**Run 1: routing congestion**

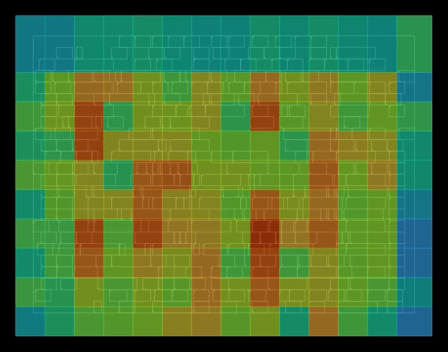
**Run 1: metal layers overlaid**

Only two layers are drawn.
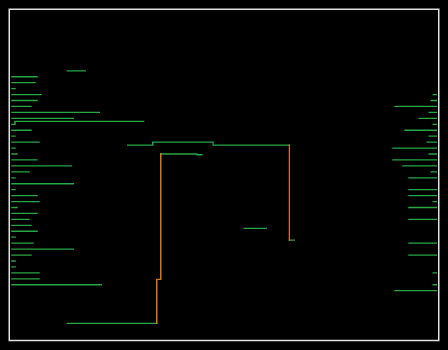
**Run 1: selected gate families**

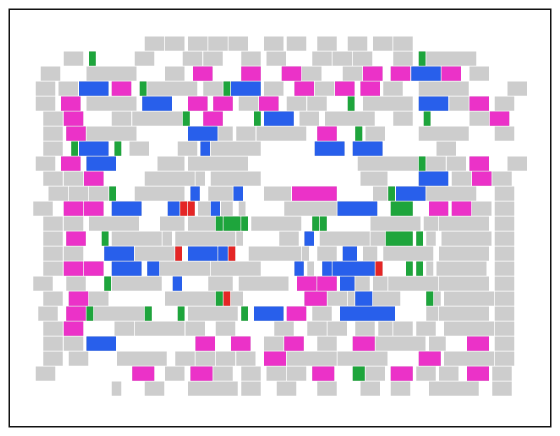
**Run 1: register map, names as in the netlist**

The bar under the picture is 20 um long. Other sequential cells in the stronger grey, the rest of the logic in the fainter grey.
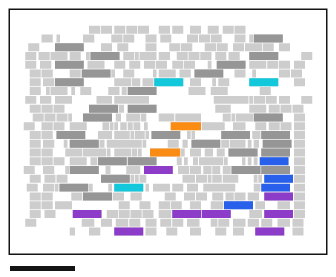
[config.mk]
export PLATFORM = sky130hd
export DESIGN_NAME = alu_rr_arbiter
export DESIGN_NICKNAME = d
export VERILOG_FILES = /design/src/rtl/alu_rr_arbiter_pkg.sv /design/src/rtl/rr_pick4.sv /design/src/rtl/alu_rr_arbiter.sv
export SDC_FILE = /design/constraint.sdc
export NUM_CORES = 1
export LEC_CHECK = 0
export CAP_MARGIN = 20
export CORE_ASPECT_RATIO = 0.75
export CORE_MARGIN = 4
export CORE_UTILIZATION = 43
export DETAILED_ROUTE_END_ITERATION = 10
export PLACE_DENSITY = 0.84
export SLEW_MARGIN = 10
export SYNTH_ARGS = -nofsm -noshare
export SYNTH_HDL_FRONTEND = slang
export SYNTH_SLANG_ARGS = --single-unit
[constraint.sdc]
create_clock -name clk -period 3.6 [get_ports clk]
set_input_delay 1.08 -clock clk [delete_from_list [all_inputs] [get_ports clk]]
set_output_delay 1.08 -clock clk [all_outputs]
set_load 0.02 [all_outputs]
[src/rtl/alu_rr_arbiter_pkg.sv]
// Shared definitions for the four-way round-robin ALU arbiter: FSM encoding,
// default widths, latency bounds and the ALU opcode set seen by requesters.
package alu_rr_arbiter_pkg;

  typedef enum logic [1:0] {
    ST_IDLE  = 2'd0,
    ST_ISSUE = 2'd1,
    ST_WAIT  = 2'd2,
    ST_RESP  = 2'd3
  } state_e;

  localparam int N_REQ       = 4;
  localparam int DEF_WIDTH   = 8;
  localparam int DEF_OPW     = 3;
  localparam int CNT_W       = 4;
  localparam int ALU_LAT_MIN = 1;
  localparam int ALU_LAT_MAX = 15;

  localparam logic [DEF_OPW-1:0] OP_ADD = 3'd0;
  localparam logic [DEF_OPW-1:0] OP_SUB = 3'd1;
  localparam logic [DEF_OPW-1:0] OP_AND = 3'd2;
  localparam logic [DEF_OPW-1:0] OP_OR  = 3'd3;
  localparam logic [DEF_OPW-1:0] OP_XOR = 3'd4;

  function automatic logic [N_REQ-1:0] onehot4(input logic [1:0] idx);
    onehot4 = 4'b0001 << idx;
  endfunction

endpackage

[src/rtl/rr_pick4.sv]
// Round-robin picker: first set request bit at or after (last+1) mod 4, with wrap.
module rr_pick4 (
  input  logic [3:0] req,
  input  logic [1:0] last,
  output logic       any,
  output logic [1:0] idx
);

  always_comb begin
    // NOTE: every combinational output gets a default first so no path leaves it unassigned (no latch).
    any = |req;
    idx = last;
    // Scan farthest offset first so the nearest requester after 'last' overwrites and wins.
    for (int k = 3; k >= 0; k--) begin
      if (req[last + 2'(k + 1)]) idx = last + 2'(k + 1);
    end
  end

endmodule

[src/rtl/alu_rr_arbiter.sv]
// Shares one ALU between four requesters: round-robin select, issue, fixed-latency
// wait, then a one-cycle response to the winner. All outputs are registered.
module alu_rr_arbiter
  import alu_rr_arbiter_pkg::*;
#(
  parameter int WIDTH   = DEF_WIDTH,
  parameter int OPW     = DEF_OPW,
  parameter int ALU_LAT = 1
) (
  input  logic                 clk,
  input  logic                 rst_n,
  input  logic [3:0]           req,
  input  logic [4*WIDTH-1:0]   req_a,
  input  logic [4*WIDTH-1:0]   req_b,
  input  logic [4*OPW-1:0]     req_op,
  output logic [3:0]           gnt,
  output logic [1:0]           sel,
  output logic [WIDTH-1:0]     alu_a,
  output logic [WIDTH-1:0]     alu_b,
  output logic [OPW-1:0]       alu_op,
  output logic                 alu_start,
  input  logic [WIDTH-1:0]     alu_result,
  input  logic                 alu_carry,
  output logic [3:0]           rsp_valid,
  output logic [WIDTH-1:0]     rsp_data,
  output logic                 rsp_carry,
  output logic                 busy
);

  state_e             state_q, state_d;
  logic [1:0]         last_q, last_d;
  logic [1:0]         sel_q, sel_d;
  logic [WIDTH-1:0]   a_q, a_d;
  logic [WIDTH-1:0]   b_q, b_d;
  logic [OPW-1:0]     op_q, op_d;
  logic [CNT_W-1:0]   cnt_q, cnt_d;
  logic [3:0]         gnt_q, gnt_d;
  logic               start_q, start_d;
  logic [3:0]         rsp_valid_q, rsp_valid_d;
  logic [WIDTH-1:0]   rsp_data_q, rsp_data_d;
  logic               rsp_carry_q, rsp_carry_d;
  logic               busy_q, busy_d;

  logic               pick_any;
  logic [1:0]         pick_idx;
  logic [1:0]         pick_last;

  // In RESP the pointer is being advanced to sel this very cycle, so arbitrate
  // against the updated value to keep back-to-back operations fair.
  assign pick_last = (state_q == ST_RESP) ? sel_q : last_q;

  rr_pick4 u_pick (
    .req  (req),
    .last (pick_last),
    .any  (pick_any),
    .idx  (pick_idx)
  );

  always_comb begin
    state_d     = state_q;
    last_d      = last_q;
    sel_d       = sel_q;
    a_d         = a_q;
    b_d         = b_q;
    op_d        = op_q;
    cnt_d       = cnt_q;
    gnt_d       = '0;
    start_d     = 1'b0;
    rsp_valid_d = '0;
    rsp_data_d  = rsp_data_q;
    rsp_carry_d = rsp_carry_q;

    unique case (state_q)
      ST_IDLE, ST_RESP: begin
        if (state_q == ST_RESP) last_d = sel_q;
        state_d = ST_IDLE;
        if (pick_any) begin
          // Operands are captured at selection; later changes by the requester are ignored.
          sel_d   = pick_idx;
          a_d     = req_a[int'(pick_idx)*WIDTH +: WIDTH];
          b_d     = req_b[int'(pick_idx)*WIDTH +: WIDTH];
          op_d    = req_op[int'(pick_idx)*OPW +: OPW];
          gnt_d   = onehot4(pick_idx);
          start_d = 1'b1;
          state_d = ST_ISSUE;
        end
      end
      ST_ISSUE: begin
        cnt_d   = CNT_W'(ALU_LAT - 1);
        state_d = ST_WAIT;
      end
      ST_WAIT: begin
        if (cnt_q == '0) begin
          rsp_data_d  = alu_result;
          rsp_carry_d = alu_carry;
          rsp_valid_d = onehot4(sel_q);
          state_d     = ST_RESP;
        end else begin
          cnt_d = cnt_q - 1'b1;
        end
      end
      default: state_d = ST_IDLE;
    endcase

    busy_d = (state_d != ST_IDLE);
  end

  // NOTE: state registers use non-blocking assignments so every flop samples pre-edge values.
  always_ff @(posedge clk or negedge rst_n) begin
    if (!rst_n) begin
      state_q     <= ST_IDLE;
      last_q      <= 2'd3;
      sel_q       <= '0;
      a_q         <= '0;
      b_q         <= '0;
      op_q        <= '0;
      cnt_q       <= '0;
      gnt_q       <= '0;
      start_q     <= 1'b0;
      rsp_valid_q <= '0;
      rsp_data_q  <= '0;
      rsp_carry_q <= 1'b0;
      busy_q      <= 1'b0;
    end else begin
      state_q     <= state_d;
      last_q      <= last_d;
      sel_q       <= sel_d;
      a_q         <= a_d;
      b_q         <= b_d;
      op_q        <= op_d;
      cnt_q       <= cnt_d;
      gnt_q       <= gnt_d;
      start_q     <= start_d;
      rsp_valid_q <= rsp_valid_d;
      rsp_data_q  <= rsp_data_d;
      rsp_carry_q <= rsp_carry_d;
      busy_q      <= busy_d;
    end
  end

  assign gnt       = gnt_q;
  assign sel       = sel_q;
  assign alu_a     = a_q;
  assign alu_b     = b_q;
  assign alu_op    = op_q;
  assign alu_start = start_q;
  assign rsp_valid = rsp_valid_q;
  assign rsp_data  = rsp_data_q;
  assign rsp_carry = rsp_carry_q;
  assign busy      = busy_q;

`ifndef SYNTHESIS
  lat_range_a: assert property (@(posedge clk)
    (ALU_LAT >= ALU_LAT_MIN) && (ALU_LAT <= ALU_LAT_MAX))
    else $error("alu_rr_arbiter: ALU_LAT=%0d outside %0d..%0d", ALU_LAT, ALU_LAT_MIN, ALU_LAT_MAX);
`endif

endmodule

==> results.rst, run 1 <==
Flow metrics
------------

.. list-table::
   :header-rows: 1

   * - Metric
     - Value
   * - Run status
     - finished clean
   * - WHS Path Cells
     - 2
   * - Postcts setup bufs
     - 0
   * - Post-placement cell area
     - a little under 4000 um^2
   * - P_comb
     - 2.46 mW
   * - ClkCell Share
     - 3.88%
   * - Clk buf depth
     - 2
   * - Cell-internal power
     - approximately 2.3 mW
   * - Place WS
     - 0.511 ns
   * - Synthesized chip area reported by yosys
     - approximately 2600 um^2
   * - CP Data Required Time
     - around 3.8 ns
   * - Comb gate area
     - ~1300 um^2
   * - Dominant non-sequential cell family after synthesis
     - multiplexers
   * - Count of yosys warnings during synthesis
     - 0
   * - Number of non-clock inverters
     - 6
   * - Via count
     - ~2.1k
   * - Top contributor to total power
     - combinational cells
   * - Leakage power
     - ~1.8 nW
   * - Post-synthesis async set-or-reset flop share
     - 100%
   * - Reg2reg start
     - cnt_q[1]$_DFFE_PN0P_
   * - Number of nets still failing antenna checks after routing
     - 0
   * - Number of buffers and inverters on the critical path
     - 1
   * - Basic Gates by Area
     - 10.0%
   * - Weighted congestion at the end of routability-driven global placement
     - ~0.8
   * - Met3 global-route usage
     - around 5%
   * - OpenROAD warnings
     - 27
   * - Number of different library cells in the post-synthesis netlist
     - 37
   * - Unrepaired setup endpoints after global routing
     - no
   * - Worst setup path end
     - alu_a[7]$_DFFE_PN0P_
   * - Sequential share of cell area
     - between 20% and 30%
   * - Area added between synthesis and finish
     - 56.8%
   * - Filler Cells Inserted
     - around 430
   * - Power per standard cell area
     - between 900 and 1000 nW/um^2
   * - Share of Yosys cell area claimed by the top area cell type
     - 44.1%
   * - Register-to-Register Path Depth
     - 5
   * - Min Tclk post-route
     - approximately 2.8 ns
   * - List of cells traversed by the critical path
     - clkdlybuf4s50_1 -> nand2b_1 -> o32ai_1 -> a211oi_4 -> nand2b_4 -> o221ai_2
   * - Clock tree from TritonCTS
     - yes
   * - Synth Cell Area
     - 2610 um^2
   * - Critical path depth in cells
     - 6
   * - Topmost layer with routed signal wires
     - met4
   * - Placement Rows
     - 24
   * - Number of synthesized flops with an enable pin
     - 0
   * - Comb pwr share
     - 62.7%
About 'routing congestion':
layer with the highest usage after global routing: met2
utilization after layout: 69.9%
gr usage total: 18.1%
met2 demand-to-capacity share in global routing: 32.6%

About 'metal layers overlaid':
legend:
  green:
    layer: met3
    wire_length: 429 um
  orange:
    layer: met4
    wire_length: 61.4 um

About 'selected gate families':
legend:
  magenta:
    family: multiplexers
    cells: 51
    where: widely spread
  red:
    family: inverters
    cells: 6
  blue:
    family: inverting AOI/OAI gates
    cells: 36
  green:
    family: NAND gates
    cells: 33

About 'register map, names as in the netlist':
legend:
  blue:
    netlist_name: `rsp_valid`
    flops: 4
  cyan:
    netlist_name: `alu_op`
    flops: 3
  orange:
    netlist_name: `last_q`
    flops: 2
  purple:
    netlist_name: `rsp_data`
    flops: 8
not coloured: 31

**Run 1: cells by drive strength**

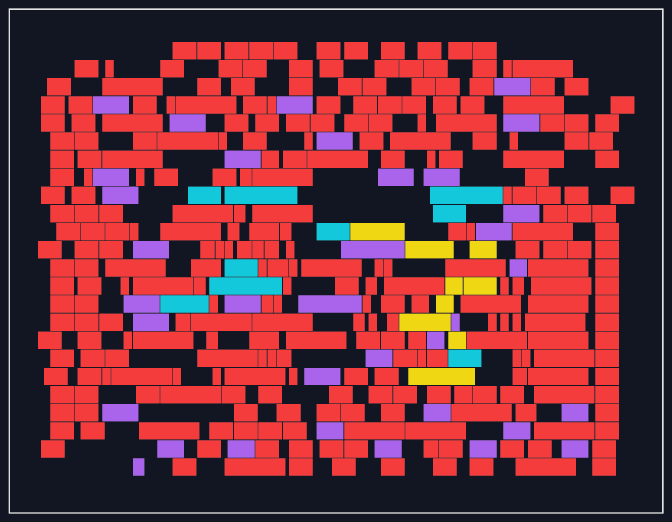

==> run 2: changes to the inputs <==
CORE_UTILIZATION = 36   (was 43)
PLACE_DENSITY = 0.75   (was 0.84)
clock period = 2.3 ns   (was 3.6 ns; I/O delays follow)
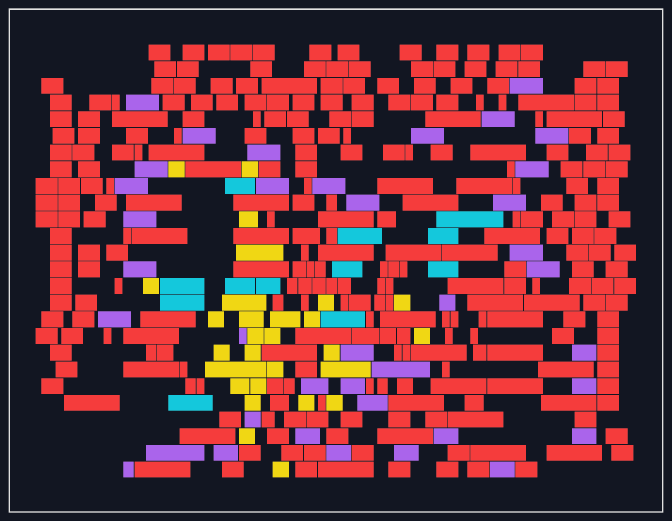
**Above:** run 2 (cells by drive strength).
legend:
  purple:
    size: drive 2
    cells: 38
    most_used: o221ai_2
  yellow:
    size: drive 3 to 4
    cells: 28
    most_used: buf_4
  cyan:
    size: drive 6 and up
    cells: 12
  red:
    size: drive 1 or less
    cells: 283
    most_used: clkdlybuf4s50_1

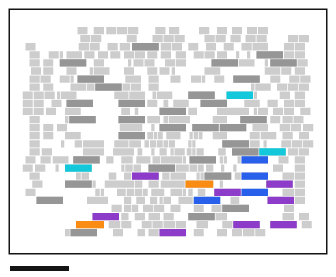
**Above:** run 2 (register map, names as in the netlist).
The bar under the picture is 20 um long. Other sequential cells in the stronger grey, the rest of the logic in the fainter grey.
Flop+latch power: 1.46 mW
sequential share of cell area: 28.0%
register area: 1200 um^2
utilization after layout: 62.1%

==> results.rst, run 2 <==
Flow metrics
------------

.. list-table::
   :header-rows: 1

   * - Metric
     - Value
   * - Via count
     - approximately 2.2k
   * - Placement Rows
     - 26
   * - R2R Path End
     - alu_a[4]$_DFFE_PN0P_
   * - Number of different library cells in the post-synthesis netlist
     - 37
   * - Average cell area after synthesis
     - about 13 um^2
   * - ClkCell Share
     - ~2.7%
   * - List of cells traversed by the critical path
     - clkdlybuf4s50_1 -> o21ai_0 -> a31oi_4 -> buf_4 -> mux2i_1 -> o221ai_2
   * - Number of non-clock inverters
     - 6
   * - P_comb
     - between 4 and 5 mW
   * - Basic Gates by Area
     - approximately a tenth
   * - CTS resizes
     - 1
   * - Topmost layer with routed signal wires
     - met4
   * - # Max-Cap Violations
     - 0
   * - Met2 demand-to-capacity share in global routing
     - 27.2%
   * - Gr usage total
     - between 10% and 20%
   * - Post-placement cell area
     - between 4000 and 5000 um^2
   * - Met2 WL
     - approximately 3500 um
   * - Number of buffers and inverters on the critical path
     - 2
   * - Layer with the highest usage after global routing
     - met2
   * - Top contributor to total power
     - combinational cells
   * - Cell-internal power
     - about 3.8 mW
   * - Min Tclk post-route
     - about 2.2 ns
   * - Reg2reg start
     - state_q[0]$_DFF_PN0_
   * - CORE AREA
     - a little under 7000 um^2
   * - Count of yosys warnings during synthesis
     - 0
   * - Clock tree from TritonCTS
     - yes
   * - Setup slack, reg-to-reg
     - around 0.14 ns
   * - Clk buf depth
     - 2
   * - Unrepaired setup endpoints after global routing
     - no
   * - Filler Cells Inserted
     - between 500 and 600
   * - Comb gate area
     - 1280 um^2
   * - Area added between synthesis and finish
     - 65.0%
   * - OpenROAD warnings
     - 27
   * - Postcts setup bufs
     - 0
   * - Synthesized chip area reported by yosys
     - approximately 2600 um^2
   * - Met3 global-route usage
     - 5.03%
   * - Synth Cell Area
     - 2610 um^2
   * - Maximum operating frequency
     - roughly 0.45 GHz
   * - Number of nets in the finished design
     - 454
   * - Leakage power
     - 1.87 nW
   * - Run status
     - finished clean
   * - Critical path depth in cells
     - 6
   * - Dominant non-sequential cell family after synthesis
     - multiplexers
   * - Worst setup path end
     - alu_a[4]$_DFFE_PN0P_
   * - Power per standard cell area
     - roughly 1500 nW/um^2
   * - CP Data Required Time
     - between 2 and 2.5 ns
   * - Number of synthesized flops with an enable pin
     - 0
   * - Place WS
     - -0.270 ns
   * - Share of Yosys cell area claimed by the top area cell type
     - between 40% and 50%
   * - Register-to-Register Path Depth
     - 7
**Run 2: routing congestion**

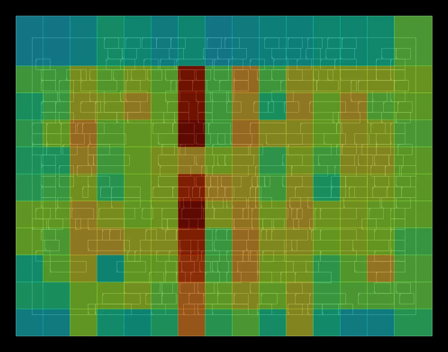

==> run 3: changes to the inputs <==
CAP_MARGIN = 30   (was 20)
CORE_UTILIZATION = 35   (was 36)
PLACE_DENSITY = 0.73   (was 0.75)
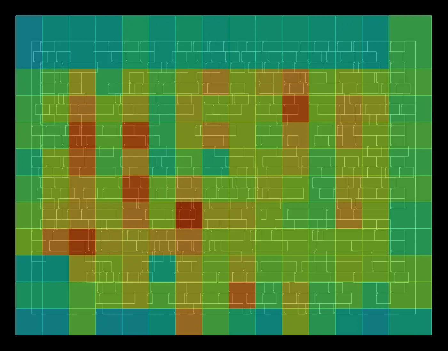
**Above:** run 3 (routing congestion).
met2 demand-to-capacity share in global routing: 25.6%
gr usage total: 15.4%
global routing usage on met1: 20.3%
utilization after layout: 60.7%
average wire length per cell after detail routing: 15.4 um

==> results.rst, run 3 <==
Flow metrics
------------

.. list-table::
   :header-rows: 1

   * - Metric
     - Value
   * - Dominant non-sequential cell family after synthesis
     - multiplexers
   * - Run status
     - finished clean
   * - Weighted congestion at the end of routability-driven global placement
     - ~0.83
   * - Met3 global-route usage
     - under 10%
   * - Postcts setup bufs
     - 0
   * - CORE AREA
     - roughly 7000 um^2
   * - Number of buffers and inverters on the critical path
     - 2
   * - Synth Cell Area
     - 2610 um^2
   * - Clock tree from TritonCTS
     - yes
   * - CP Data Required Time
     - roughly 2.5 ns
   * - P_comb
     - 4.32 mW
   * - CTS resizes
     - 0
   * - Comb gate area
     - around 1300 um^2
   * - # Max-Cap Violations
     - 0
   * - Reg2reg start
     - state_q[0]$_DFF_PN0_
   * - OpenROAD warnings
     - 27
   * - Post-placement cell area
     - 4140 um^2
   * - Unrepaired setup endpoints after global routing
     - no
   * - Number of nets in the finished design
     - 448
   * - Place WS
     - -0.260 ns
   * - Average cell area after synthesis
     - between 10 and 15 um^2
   * - Post-synthesis async set-or-reset flop share
     - 100%
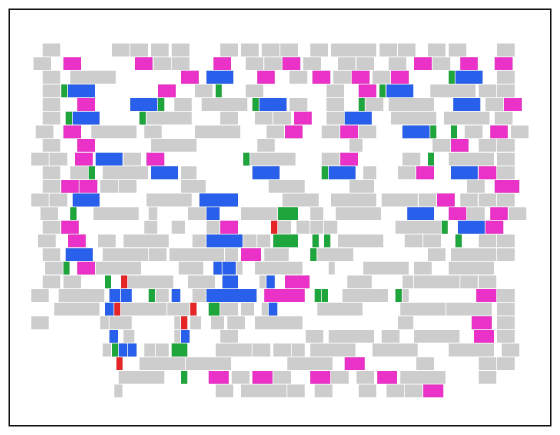
**Above:** run 3 (selected gate families).
multi-input gate share of total cell area: 30.0%
most frequently placed logic cell in the final layout: sky130_fd_sc_hd__clkdlybuf4s50_1
non-filler instance count after layout: 453

Power figures rest on the tool's default switching activity, not on a simulated workload.
